Design fifo_status_arb, sky130hd; sources not shown.
Wire density map:
(3 px per um) The die is cut into 15 by 22 equal tiles; white is low, dark blue is high, scaled to the fullest tile. Values are wire area over tile area, all layers added.
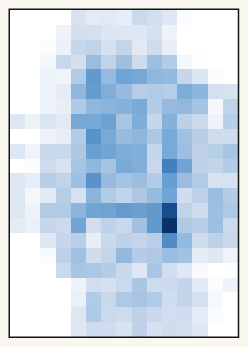
- nearly empty tiles: 21%
- mean over tiles: 0.17
- tiles over half the peak: 7.6%
- emptiest ninth of the die: lower left
- fullest tile: 0.74
- densest ninth of the die: centre
vias post-DR: 2900
total wire length: 8600 um
Routed WL per cell: 16.4 um

Routing congestion:
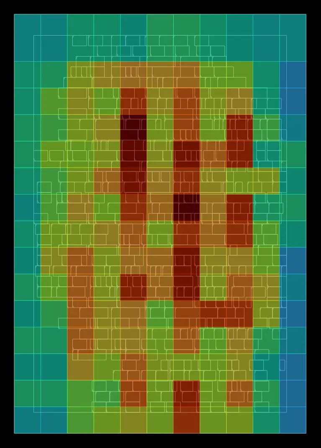
Post-Route Utilization: 0.689
met2 Usage GRT: 0.382

Port wiring:
(4 px per um)
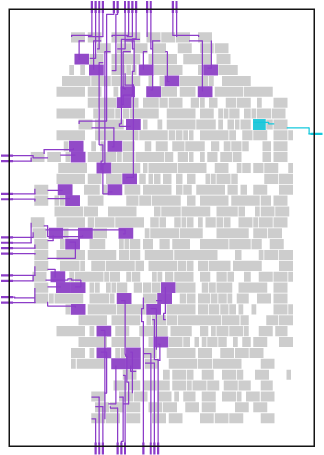
- cyan: `burst_req` (bits 1; direction output; end cells 1; buffers 1; wire 13.2 um)
- purple: `tail_len` (bits 36; direction input; end cells 36; buffers 36; wire 904 um)
Port Buffers: 114
Top Ports: 123

==> metrics.cfg <==
[worst_setup_path]
critPathTopFamily = simple AND/OR/NAND/NOR gates
reg2reg_depth = 7
start_kind = register
crit_fanout = 7
critPathKind = register to output port
cpPeakStageDelay_ps = 790
cpMostUsedCell = nor3b_1
crit_slowest_cell = clkdlybuf4s50_1
critical_path.cell_chain = nor3b_1 -> nand2_1 -> nor3b_1 -> clkdlybuf4s50_1
r2r_setup_slack_ps = 2690
path_depth = 4
timing.critical_path.buf_inv = 1
crit_path_end_kind = output port
cp.required_ps = 4430

[cells_and_area]
clock_buffers = 12
fillers = 517
seq_share = 0.275
nets = 540
antenna_cells = 0
sh_comb_area = 0.375
area_growth_syn_to_layout_pct = 48.1
largest_cell_class = logic gates
layout_top_cell = clkdlybuf4s50_1
logic_gate_count = 241
seq_cell_count = 61
bufAreaShareNonClock = 0.264
area.combinational_sq_mm = 0.00167
seqCellArea_sq_mm = 0.00122
n_all_buffers = 118
final_area_sq_mm = 0.00444
layout_top_cells = clkdlybuf4s50_1, dfxtp_1, nor2_1

[global_route]
track_usage = 0.212
grt_overflow = 0
top_usage_layer = met2
grt_pass1_vias = 3011
use_met3 = 0.0562
grt_pass1_wl_um = 14000
use_met1 = 0.226
antenna_found_initial = 0
grt_max_degree = 54

[detailed_routing]
wl_met2_um = 4600
first_pass_iters = 7
met3_length_um = 545
final_antenna_net_count = 0
drc = 0
routed_via_density = 5.53
wl_met1_um = 3150
drtIter0Drc = 148

[logic_synthesis]
synth.avg_cell_area_sq_um = 9.05
simple_gate_area_frac = 0.204
synth.area.mux_share = 0.188
ys_chip_area_sq_mm = 0.00300
topCombFamilyByArea = simple AND/OR/NAND/NOR gates
synth_cells = 331
synth_dominant_cell_count = dfxtp_1
area_leaders = dfxtp_1, mux2i_1, nor2_1, mux2_2, a21oi_1
ys_warn_count = 0
flop_cell = dfxtp_1
synth_top_cell_by_area = dfxtp_1
synth.cellmix.compoundShare = 0.151
common_cells = dfxtp_1, nor2_1, mux2i_1
ys_ff = 61
ys_sh_xor = 0
async_reset_ff_frac = 0
seq_area_frac_synth = 0.408
yosys.cell_types.count = 48
edf_count = 0
top_cell_area_share = 0.408

[power]
cell_internal_pwr_uw = 872
p_seq_frac = 0.414
p_comb_uw = 195
powerDensity_mw_per_mm2 = 257
vdd_drop_max_mv = 0.213
p_switching_uw = 267
power.group.top = the clock network
sequentialPower_uw = 471
p_leak_uw = 0.00161
powerClk_uw = 473
p_comb_frac = 0.171

[placement]
placed_cell_area_sq_mm = 0.00420
preCtsSetupSlack_ps = 1450
post-place-cells = 508

[hold_path]
min_delay_path_depth = 2
hold_path_class = register to register

[clock_tree]
cts_buffers = 9
clock_latency_ps = 340
cts_setup_buffers = 0
cts_hold_buf = 0
ctsResizeCount = 0
cts_tree = done
htreeDepth = 3
path_clk_slew_ps = 70

[final_timing]
rsz0062_at_grt = false
setup-tns-final_ps = 0
drv_slew = 0
finalSetupViolCount = 0
fmax_mhz = 252
post-route-min-period_ps = 3970
final.setup.worst_slack_ps = 1630

[floorplan]
initial_core_util = 0.465
coreArea_sq_mm = 0.00644
die_w_um = 75.9
die_area_sq_mm = 0.00826
num_rows = 36

[flow_run]
warnings = 30
maxCapViolations = 0

[outcome]
status = complete, no violations

